File: src/rtl/ctrl_decode_stage.sv
// Registered decode stage: opcode -> control bundle behind a valid/ready pipeline register,
// with load-use hazard bubbles, flush from execute and a saturating stall counter.
module ctrl_decode_stage #(
  parameter int unsigned OP_W       = 4,
  parameter int unsigned REG_W      = 4,
  parameter int unsigned ALUOP_W    = 3,
  parameter int unsigned LU_BUBBLES = 1,
  parameter int unsigned CNT_W      = 16
) (
  input  logic               clk,
  input  logic               rst,
  input  logic               in_valid,
  output logic               in_ready,
  input  logic [OP_W-1:0]    op,
  input  logic [REG_W-1:0]   rs,
  input  logic [REG_W-1:0]   rt,
  input  logic [REG_W-1:0]   rd,
  input  logic               flush,
  output logic               out_valid,
  input  logic               out_ready,
  output logic               reg_wrt,
  output logic               mem_read,
  output logic               mem_write,
  output logic               branch,
  output logic               br_neg,
  output logic               j,
  output logic               alu_to_reg,
  output logic               const_sel,
  output logic               pc_to_alu,
  output logic               jm,
  output logic               max_op,
  output logic               illegal,
  output logic [ALUOP_W-1:0] alu_op,
  output logic [1:0]         sign_extend,
  output logic [REG_W-1:0]   rs_q,
  output logic [REG_W-1:0]   rt_q,
  output logic [REG_W-1:0]   rd_q,
  output logic [CNT_W-1:0]   stall_cnt
);

  localparam logic [3:0] OpNop   = 4'b0000;
  localparam logic [3:0] OpMax   = 4'b0001;
  localparam logic [3:0] OpStore = 4'b0011;
  localparam logic [3:0] OpAdd   = 4'b0100;
  localparam logic [3:0] OpInc   = 4'b0101;
  localparam logic [3:0] OpNeg   = 4'b0110;
  localparam logic [3:0] OpSub   = 4'b0111;
  localparam logic [3:0] OpJ     = 4'b1000;
  localparam logic [3:0] OpBrz   = 4'b1001;
  localparam logic [3:0] OpJm    = 4'b1010;
  localparam logic [3:0] OpBrn   = 4'b1011;
  localparam logic [3:0] OpLoad  = 4'b1110;
  localparam logic [3:0] OpSvpc  = 4'b1111;

  logic op_hi;
  if (OP_W > 4) begin : g_op_hi
    assign op_hi = |op[OP_W-1:4];
  end else begin : g_no_op_hi
    assign op_hi = 1'b0;
  end

  logic [3:0]         opc;
  logic               dec_rw, dec_mr, dec_mw, dec_br, dec_bn, dec_j;
  logic               dec_a2r, dec_cs, dec_p2a, dec_jm, dec_mx, dec_ill;
  logic [ALUOP_W-1:0] dec_alu;
  logic [1:0]         dec_sx;

  assign opc = op[3:0];

  always_comb begin
    dec_rw  = 1'b0;
    dec_mr  = 1'b0;
    dec_mw  = 1'b0;
    dec_br  = 1'b0;
    dec_bn  = 1'b0;
    dec_j   = 1'b0;
    dec_a2r = 1'b0;
    dec_cs  = 1'b0;
    dec_p2a = 1'b0;
    dec_jm  = 1'b0;
    dec_mx  = 1'b0;
    dec_ill = 1'b0;
    dec_alu = '0;
    dec_sx  = 2'b00;
    case (opc)
      OpNop: ;
      OpSvpc: begin
        dec_rw  = 1'b1;
        dec_a2r = 1'b1;
        dec_cs  = 1'b1;
        dec_p2a = 1'b1;
        dec_alu = ALUOP_W'(3'b100);
        dec_sx  = 2'b01;
      end
      OpLoad: begin
        dec_rw = 1'b1;
        dec_mr = 1'b1;
      end
      OpStore: dec_mw = 1'b1;
      OpAdd: begin
        dec_rw  = 1'b1;
        dec_a2r = 1'b1;
        dec_alu = ALUOP_W'(3'b100);
      end
      OpInc: begin
        dec_rw  = 1'b1;
        dec_a2r = 1'b1;
        dec_cs  = 1'b1;
        dec_alu = ALUOP_W'(3'b100);
        dec_sx  = 2'b10;
      end
      OpNeg: begin
        dec_rw  = 1'b1;
        dec_a2r = 1'b1;
        dec_alu = ALUOP_W'(3'b010);
      end
      OpSub: begin
        dec_rw  = 1'b1;
        dec_a2r = 1'b1;
        dec_alu = ALUOP_W'(3'b001);
      end
      OpJ:   dec_j = 1'b1;
      OpBrz: dec_br = 1'b1;
      OpBrn: begin
        dec_br = 1'b1;
        dec_bn = 1'b1;
      end
      OpJm: begin
        dec_mr = 1'b1;
        dec_jm = 1'b1;
      end
      OpMax: begin
        dec_mr = 1'b1;
        dec_mx = 1'b1;
      end
      default: dec_ill = 1'b1;
    endcase
    // Any set bit above the ISA opcode makes the instruction an illegal NOP.
    if (op_hi) begin
      dec_rw  = 1'b0;
      dec_mr  = 1'b0;
      dec_mw  = 1'b0;
      dec_br  = 1'b0;
      dec_bn  = 1'b0;
      dec_j   = 1'b0;
      dec_a2r = 1'b0;
      dec_cs  = 1'b0;
      dec_p2a = 1'b0;
      dec_jm  = 1'b0;
      dec_mx  = 1'b0;
      dec_ill = 1'b1;
      dec_alu = '0;
      dec_sx  = 2'b00;
    end
  end

  logic [REG_W-1:0] ld_rd;
  logic [2:0]       ld_age;
  logic             uses_rs, uses_rt, hazard, adv, accept, is_load, stall_inc;

  assign uses_rs  = !dec_ill && (opc != OpNop) && (opc != OpSvpc);
  assign uses_rt  = !dec_ill &&
                    ((opc == OpAdd) || (opc == OpSub) || (opc == OpStore) || (opc == OpMax));
  assign hazard   = (ld_age != 3'd0) &&
                    ((uses_rs && (rs == ld_rd)) || (uses_rt && (rt == ld_rd)));
  assign adv      = !out_valid || out_ready;
  assign in_ready = !rst && !flush && adv && !hazard;
  assign accept   = in_valid && in_ready;
  assign is_load  = !dec_ill && (opc == OpLoad);
  assign stall_inc = in_valid && adv && hazard && (stall_cnt != {CNT_W{1'b1}});

  always_ff @(posedge clk) begin
    if (rst || flush) begin
      out_valid   <= 1'b0;
      reg_wrt     <= 1'b0;
      mem_read    <= 1'b0;
      mem_write   <= 1'b0;
      branch      <= 1'b0;
      br_neg      <= 1'b0;
      j           <= 1'b0;
      alu_to_reg  <= 1'b0;
      const_sel   <= 1'b0;
      pc_to_alu   <= 1'b0;
      jm          <= 1'b0;
      max_op      <= 1'b0;
      illegal     <= 1'b0;
      alu_op      <= '0;
      sign_extend <= 2'b00;
      rs_q        <= '0;
      rt_q        <= '0;
      rd_q        <= '0;
      ld_age      <= 3'd0;
      if (rst) begin
        ld_rd     <= '0;
        stall_cnt <= '0;
      end
    end else begin
      if (stall_inc) stall_cnt <= stall_cnt + CNT_W'(1);
      if (adv) begin
        // Without an accept the register takes a bubble (all controls zero).
        out_valid   <= accept;
        reg_wrt     <= accept && dec_rw;
        mem_read    <= accept && dec_mr;
        mem_write   <= accept && dec_mw;
        branch      <= accept && dec_br;
        br_neg      <= accept && dec_bn;
        j           <= accept && dec_j;
        alu_to_reg  <= accept && dec_a2r;
        const_sel   <= accept && dec_cs;
        pc_to_alu   <= accept && dec_p2a;
        jm          <= accept && dec_jm;
        max_op      <= accept && dec_mx;
        illegal     <= accept && dec_ill;
        alu_op      <= accept ? dec_alu : '0;
        sign_extend <= accept ? dec_sx : 2'b00;
        rs_q        <= accept ? rs : '0;
        rt_q        <= accept ? rt : '0;
        rd_q        <= accept ? rd : '0;
        if (accept && is_load) begin
          ld_rd  <= rd;
          ld_age <= 3'(LU_BUBBLES);
        end else if (ld_age != 3'd0) begin
          ld_age <= ld_age - 3'd1;
        end
      end
    end
  end

endmodule

File: config.mk
export PLATFORM = sky130hd
export DESIGN_NAME = ctrl_decode_stage
export DESIGN_NICKNAME = d
export VERILOG_FILES = /design/src/rtl/ctrl_decode_stage.sv
export SDC_FILE = /design/constraint.sdc
export NUM_CORES = 1
export LEC_CHECK = 0
export CAP_MARGIN = 15
export CORE_ASPECT_RATIO = 1.75
export CORE_MARGIN = 4
export CORE_UTILIZATION = 30
export CTS_CLUSTER_SIZE = 14
export DETAILED_ROUTE_END_ITERATION = 10
export PLACE_DENSITY_LB_ADDON = 0.1
export REMOVE_ABC_BUFFERS = 1
export SYNTH_ARGS = -nofsm -noshare
export SYNTH_HDL_FRONTEND = slang
export SYNTH_SLANG_ARGS = --single-unit
export TNS_END_PERCENT = 1
File: constraint.sdc
create_clock -name clk -period 2.5 [get_ports clk]
set_clock_uncertainty 0.1 [all_clocks]
set_input_delay 0.625 -clock clk [delete_from_list [all_inputs] [get_ports clk]]
set_output_delay 0.625 -clock clk [all_outputs]
set_load 0.05 [all_outputs]
**Run 1: M1 wires**

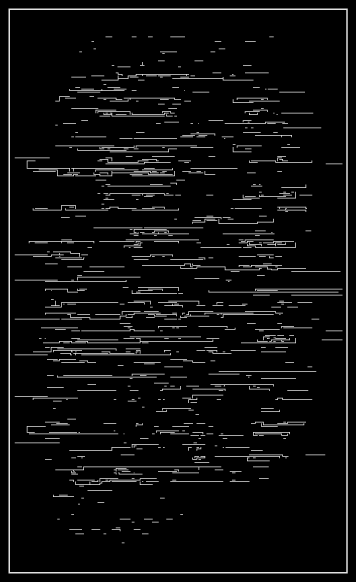
The wires run mostly horizontal. The layer holds 41% of the routed length. 317 nets have wire on it. The layer carries 2,590 µm of wire. The longest straight run is 31.3 µm.
drt total wl: 6400 µm
GR Util met1: 0.1592
Via Count: 2,146

**Run 1: the metal 2 layer**

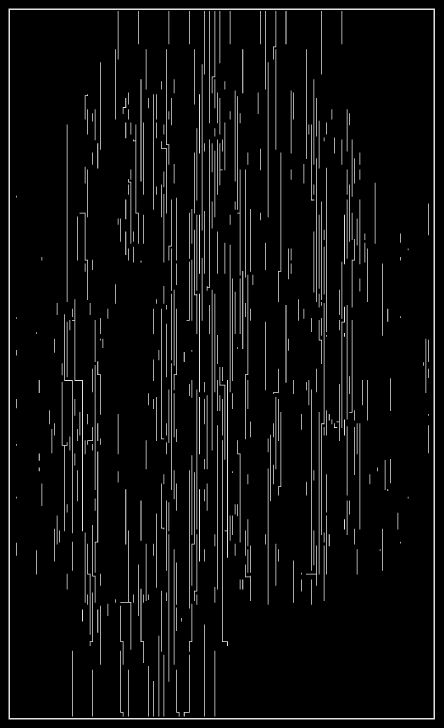
The layer holds 52% of the routed length. 318 nets have wire on it.
GR Layer Usage met2: 0.2426

==> impl_metrics.csv, run 1 <==
group,metric,value,unit
die,initCoreUtil,0.3102,
global_routing,grt_pass1_wl,10750,µm
pwr,p_seq,0.000952,W
global_routing,grt_max_degree,30,
synthesis,syn-instance-count,247,
drt,vias_per_cell,5.061,
synthesis,async_flop_share,0,
synthesis,edf_count,20,
synthesis,ys_sh_adder,0.01520,
pwr,power_leader,"sequential cells",
cts,cts_buffer_depth,2,
place,place_inst,414,
final_timing,hold_ws,344.6,ps
synthesis,ys_cells,247,
pwr,p_clk,0.000683,W
pwr,power_frac_seq,0.485,
cts,cts_sinks,53,
setup_path,crit_slowest_cell,"a2bb2o_4",
synthesis,synth_cell_type_count,43,
cts,cts-root-buf,"clkbuf_16",
global_routing,grt_overflow,0,
final_timing,period_needed,2508,ps
pwr,switching_share,0.2656,
global_routing,antenna_found_initial,0,
synthesis,top_cells_by_area,"dfxtp_1, edfxtp_1, a32o_1",
finish,insertedDiodeCount,0,
cts,cts.htree.levels,2,
finish,final_nets,357,
synthesis,aoi_share,0.1358,
setup_path,path_cells,"buf_2, buf_6, inv_1, a2bb2o_4, nor2_2, o21a_2, nor3_4, buf_12",
synthesis,yosysTopAreaCell,"dfxtp_1",
setup_path,cp_max_fo,9,
cts,cts_made_buffers,5,
pwr,p_leak,1.305,nW
finish,most-common-layout-cells,"clkdlybuf4s50_1, dfxtp_1, nand2_1, buf_4, edfxtp_1",
die,die_height,128.0,µm
die,die_w,76.59,µm
setup_path,worstSetupStartpointType,"input port",
place,dp_hpwl,4860,µm
die,die_area,0.009806,mm²
synthesis,synthFlopType,"dfxtp_1",
synthesis,ys_sh_mux,0,
global_routing,grt_usage,0.1372,
die,core,0.007963,mm²
setup_path,crit_end,"in_ready",
setup_path,r2r_slack,300,ps
flow_run,warnings,28,
min_path,hold_path_depth,2,
synthesis,synth_area,0.002470,mm²
final_timing,rsz0062_at_grt,"true",
final_timing,timing.fmax,0.3987,GHz
final_timing,final_hold_viol_count,0,
synthesis,synth_seq_share,0.5106,
final_timing,setup_viol,1,
place,place_congestion,0.7863,
synthesis,logic_family,"simple AND/OR/NAND/NOR gates",
global_routing,grt_pass1_vias,2165,
pwr,p_comb,0.000329,W
min_path,hp-start,"alu_op[0]$_SDFFE_PN0N_",
setup_path,cp.arrival,1780,ps
setup_path,rr_startpoint,"ld_rd[2]$_SDFFCE_PN0P_",
die,core.rowCount,43,
final_timing,slew_violations,0,
pwr,powerDensity,537.0,mW/mm²
pwr,clkPwrFrac,0.348,
drt,firstDrtPassIters,4,
synthesis,yosys_area,0.002470,mm²
setup_path,crit_path_start,"op[2]",
drt,drc,0,
pwr,irDropWorstVdd,0.3699,mV
synthesis,simple_gate_area_frac,0.2178,
synthesis,yosysWarningCount,0,
setup_path,cp-end-kind,"output port",
flow_run,max_cap_viol_count,0,
drt,initialDrtViolationCount,63,
drt,wl_per_cell,15.09,µm
finish,top_register,"stall_cnt",
cts,cts-hold-fix-buffers,0,
setup_path,rr_worst_depth,7,
outcome,status,"complete, but fails checks",
synthesis,synth_top_area_share,0.2675,
setup_path,reg2reg_to,"stall_cnt[0]$_SDFFCE_PN0P_",
place,postPlaceCellArea,0.003393,mm²
synthesis,synth_flops,53,
final_timing,period_used_share,1.003,
cts,cts_tree,"built",
cts,worst_skew_pair.late_latency,290,ps
pwr,share_comb_of_total_power,0.167,
final_timing,relSlewSlack,0.6562,
finish,layoutNonFillerInstCount,424,
finish,drive_gt1_frac,0.2036,
synthesis,syn_avg_cell_area,9.999,µm²
min_path,min_to,"alu_op[0]$_SDFFE_PN0N_",
cts,cts.clk_slew.worst_paths,70,ps
place,port_buffers,67,
synthesis,synthXorXnorAreaFrac,0.08156,
setup_path,crit_type,"in -> out",
finish,area.growth.synth_to_final,48.08,%
finish,fin_area,0.003657,mm²
outcome,violations,"setup timing",
drt,final_antenna_net_count,0,
pwr,intPower,0.001442,W
finish,mostFrequentLayoutCell,"clkdlybuf4s50_1",
finish,largest_register_ffs,16,
setup_path,worstPathRequired,1770,ps
pwr,switchingPower,0.0005216,W
final_timing,worst_pin_slew,514.1,ps
setup_path,max_stage_delay,220,ps
min_path,min_path_type,"reg -> reg",
final_timing,fin_ws,-8.034,ps
die,pin_count,68,
**Run 1: signal wires on met3**

The bar under the picture is 20 µm long. Cells faint in the background.
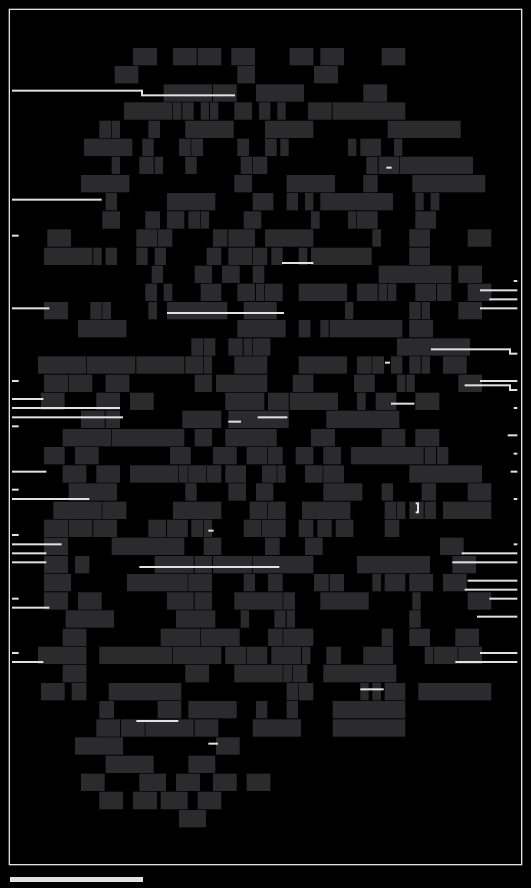
The layer carries 301 µm of wire. The layer holds 4.7% of the routed length.
met3 usage: 0.03165

## run 1: cells by family after synthesis
logic type | after synthesis
fa+ha+maj | 3
simple gates | 103
xor+xnor | 23
flops | 53
compound gates | 47
buf+inv | 18
## run 1: layout make-up
cell class              count  area [µm²]
well taps                  90       112.6
clock buffers               6       128.9
flip-flops and latches     53        1261
multi-input cells         176        1221
inverters                   3       11.26
repair buffers             94       908.4
fillers                   800        4305
clock inverters             2       13.76
## run 1: synth_stat cells, drive strengths merged (3+ instances only)
library cell,count
nand4,9
and2,6
clkbuf,3
a32o,12
buf,12
nor4,3
a21oi,5
o21ai,22
nand2b,3
ha,3
edfxtp,20
xnor2,13
nor3,5
dfxtp,33
nand3,17
inv,3
nor2,20
nand2,26
nor2b,5
xor2,10
## run 1: metrics by stage
step	TNS, ps	setup WS, ps	utilization	power, W
floorplan	-797.0	-676.3	-	0.001132
global placement	-8203	-571.0	0.4261	0.001279
finish	-8.034	-8.034	0.4593	0.001964
detailed placement	-8427	-589.7	0.4261	0.001280
CTS	-16.03	-16.03	0.4554	0.001983
global route	-73.54	-73.54	0.4593	0.002045
## run 1: critical path, delay by kind of cell
kind                   cells  cell delay, ps
buffers and inverters      4             530
AND-OR/OR-AND              2             370
AND/OR/NAND/NOR            2             250
## run 1: metal layers
metal  routed length (µm)  GRT usage  vias up
met2                 3349     0.2426       58
met4                  156    0.05550        0
met5                    0          0        -
li1                     -          -     1058
met3                  300    0.03165       11
met1                 2593     0.1592     1019
## run 1: timing repair
action / CTS / global route
gates resized: 62 / 5
cloned: 0 / 0
pin swaps: 14 / 1
setup buffers: 3 / 0
endpoints found under the setup margin: 17 / 1
## Run 2: what changed since run 1
--- a/config.mk
+++ b/config.mk
@@ -8,7 +8,7 @@
 export CAP_MARGIN = 15
 export CORE_ASPECT_RATIO = 1.75
 export CORE_MARGIN = 4
-export CORE_UTILIZATION = 30
+export CORE_UTILIZATION = 40
 export CTS_CLUSTER_SIZE = 14
 export DETAILED_ROUTE_END_ITERATION = 10
 export PLACE_DENSITY_LB_ADDON = 0.1
**Run 2: sequential cells grouped by signal name**

The bar under the picture is 20 µm long. Other sequential cells in the stronger gray, the rest of the logic in the fainter gray.
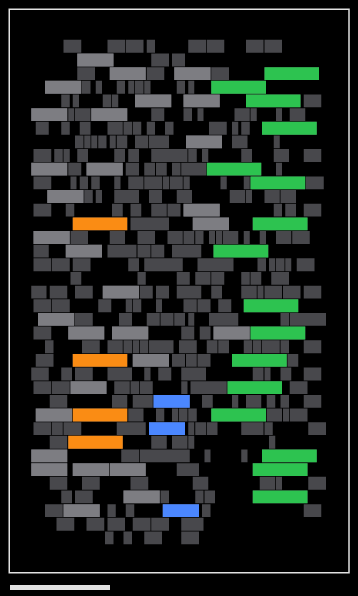
Key: stall_cnt = green [flops 16]; ld_rd = orange [flops 4]; ld_age = blue [flops 3]
Another 30 sequential cells are not colored.
Sequential Power: 0.000950 W
fin util: 0.5933
Storage cell area: 0.001261 mm²

**Run 2: the metal 2 layer**

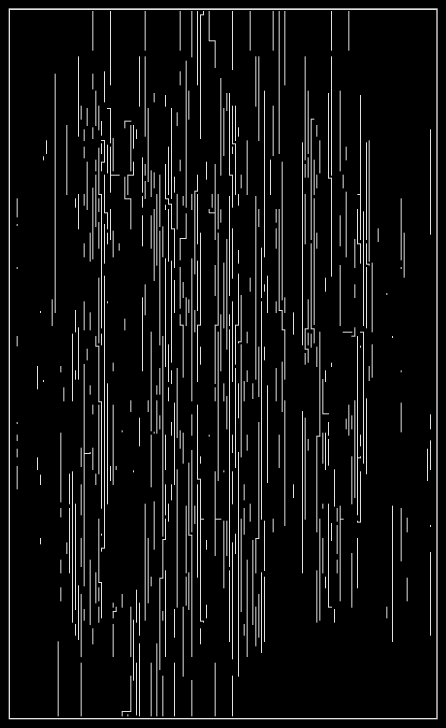
The wires run mostly vertical. The layer carries 3,320 µm of wire. The longest straight run is 43.0 µm. 309 nets have wire on it.
Via Count: 2,104
drt total wl: 6040 µm
GR Layer Usage met2: 0.3062

==> run 2 against run 1 <==
Against the previous run: the flow still finishes with violations (setup timing); non-clock buffer count fell by 1; combinational power down 3%; count of clock-buffer cells in the layout increased by 1; routed wire length decreased by 5.6%; highest routed layer unchanged; register-to-register slack improved by 70 ps.
==> impl_metrics.csv, run 2 <==
group,metric,value,unit
outcome,status,"complete, but fails checks",
outcome,violations,"setup timing",
finish,fin_area,0.003516,mm²
drt,firstDrtPassIters,4,
cts,cts_buffer_depth,2,
place,postPlaceCellArea,0.003378,mm²
die,core,0.005926,mm²
finish,insertedDiodeCount,0,
synthesis,syn-instance-count,247,
final_timing,relSlewSlack,0.6608,
finish,most-common-layout-cells,"clkdlybuf4s50_1, dfxtp_1, nand2_1, buf_4, edfxtp_1",
finish,fillers,569,
setup_path,critPathTopFamily,"buffers and inverters",
global_routing,grt_pass1_wl,9908,µm
final_timing,timing.fmax,0.3989,GHz
finish,drive_gt1_frac,0.1832,
finish,final_nets,356,
synthesis,synth_cell_type_count,43,
global_routing,grt_overflow,0,
synthesis,yosysWarningCount,0,
synthesis,synthFlopType,"dfxtp_1",
final_timing,fin_ws,-7.174,ps
synthesis,yosys_area,0.002470,mm²
flow_run,warnings,28,
synthesis,synthXorXnorAreaFrac,0.08156,
pwr,powerDensity,490.1,mW/mm²
setup_path,cp.arrival,1780,ps
die,pin_count,68,
final_timing,final_hold_viol_count,0,
synthesis,yosysTopAreaCell,"dfxtp_1",
synthesis,synth_flops,53,
final_timing,hold_ws,349.6,ps
place,dp_hpwl,4549,µm
finish,largest_register_ffs,16,
finish,layoutNonFillerInstCount,411,
global_routing,grt_max_degree,30,
final_timing,period_needed,2507,ps
place,place_ws,-577.6,ps
drt,vias_per_cell,5.119,
setup_path,max_stage_delay,220,ps
cts,cts_made_buffers,5,
setup_path,crit_slowest_cell,"a2bb2o_4",
synthesis,synth_area,0.002470,mm²
setup_path,path_cells,"clkbuf_4, buf_6, inv_1, a2bb2o_4, nor2_2, o21a_2, nor3_4, buf_12",
synthesis,top_cells_by_area,"dfxtp_1, edfxtp_1, a32o_1",
synthesis,logic_family,"simple AND/OR/NAND/NOR gates",
synthesis,edf_count,20,
finish,comb_area,0.001197,mm²
min_path,min_path_type,"reg -> reg",
pwr,p_leak,1.245,nW
die,die_w,67.40,µm
place,place_congestion,0.7901,
synthesis,ys_cells,247,
setup_path,worstPathRequired,1770,ps
final_timing,period_used_share,1.003,
setup_path,crit_type,"in -> out",
final_timing,setup_viol,1,
final_timing,tns,-7.174,ps
final_timing,rsz0062_at_grt,"true",
cts,worst_skew_pair.late_latency,300,ps
setup_path,critPathBufInv,4,
synthesis,ys_sh_adder,0.01520,
setup_path,cp-end-kind,"output port",
place,place_inst,402,
place,port_buffers,67,
synthesis,simple_gate_area_frac,0.2178,
synthesis,async_flop_share,0,
final_timing,slew_violations,0,
die,initCoreUtil,0.4168,
pwr,power,0.001723,W
synthesis,synth_seq_share,0.5106,
synthesis,synth_top_area_share,0.2675,
synthesis,synthTopCellsByCount,"dfxtp_1, nand2_1, edfxtp_1",
synthesis,aoi_share,0.1358,
die,die_area,0.007545,mm²
finish,mostFrequentLayoutCell,"clkdlybuf4s50_1",
finish,area.growth.synth_to_final,42.35,%
synthesis,yosysMostFrequentCell,"dfxtp_1",
cts,cts_sinks,53,
cts,cts.htree.levels,2,
synthesis,ys_sh_mux,0,
cts,cts.clk_slew.worst_paths,80,ps
synthesis,syn_avg_cell_area,9.999,µm²
setup_path,worstSetupStartpointType,"input port",
global_routing,antenna_found_initial,0,
drt,drc,0,
cts,cts-root-buf,"clkbuf_8",
die,die_height,112.0,µm
pwr,irDropWorstVdd,0.4030,mV
global_routing,grt_pass1_vias,2105,
final_timing,worst_pin_slew,507.2,ps
finish,top_register,"stall_cnt",
flow_run,max_cap_viol_count,0,
cts,cts_tree,"built",
drt,final_antenna_net_count,0,
die,core.rowCount,37,
drt,initialDrtViolationCount,100,
setup_path,cp_max_fo,9,
**Run 2: routing congestion map**

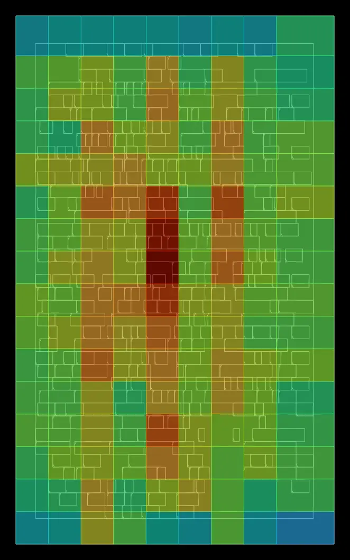
GR Util All Layers: 0.1701
GR Util met1: 0.1931
wire per inst: 14.70 µm
met3 usage: 0.03229
Most Used Layer, Global Route: met2

-- run 2: cell counts after synthesis --
Identical to the previous run, type by type.
-- run 2: cells by family after synthesis --
logic type               count (synthesis)
flip-flops                              53
XOR/XNOR                                23
AND-OR/OR-AND                           47
AND/OR/NAND/NOR                        103
buffers and inverters                   18
adder cells (fa/ha/maj)                  3
-- run 2: cell type report --
class	count	share of cell area
Tap cell	78	0.02776
Inverter	3	0.003203
Timing Repair Buffer	93	0.2470
Sequential cell	53	0.3587
Multi-Input combinational cell	176	0.3406
Clock inverter	1	0.001068
Clock buffer	7	0.02171
-- run 2: where the power goes --
| group | switching (W) | leakage, nW | internal, W |
|---|---|---|---|
| clock | 0.000260 | 0.0399 | 0.000196 |
| sequential | 0.0000256 | 0.470 | 0.000925 |
| combinational | 0.000182 | 0.735 | 0.000136 |
-- run 2: repair_timing --
action,4_1_cts,5_1_grt
resized,45,14
endpoints found under the setup margin,17,1
buffers inserted,2,0
hold buffers,0,0
pin swaps,14,8
-- run 2: worst paths after layout --
path / start / to / slack, ps / depth (start not counted)
max: op[2] / in_ready / -7 / 8
max reg2reg: ld_rd[2]$_SDFFCE_PN0P_ / stall_cnt[13]$_SDFFCE_PN0P_ / 370 / 8
min: alu_op[0]$_SDFFE_PN0N_ / alu_op[0]$_SDFFE_PN0N_ / 350 / 2
min reg2reg: alu_op[0]$_SDFFE_PN0N_ / alu_op[0]$_SDFFE_PN0N_ / 350 / 2
-- run 2: layer usage --
| layer | GRT usage | vias to the layer above | routed length, µm |
|---|---|---|---|
| met3 | 0.03229 | 5 | 274 |
| li1 | - | 1051 | - |
| met1 | 0.1931 | 992 | 2358 |
| met2 | 0.3062 | 56 | 3320 |
| met4 | 0.05691 | 0 | 86 |
| met5 | 0 | - | 0 |
Power figures rest on the tool's default switching activity, not on a simulated workload.
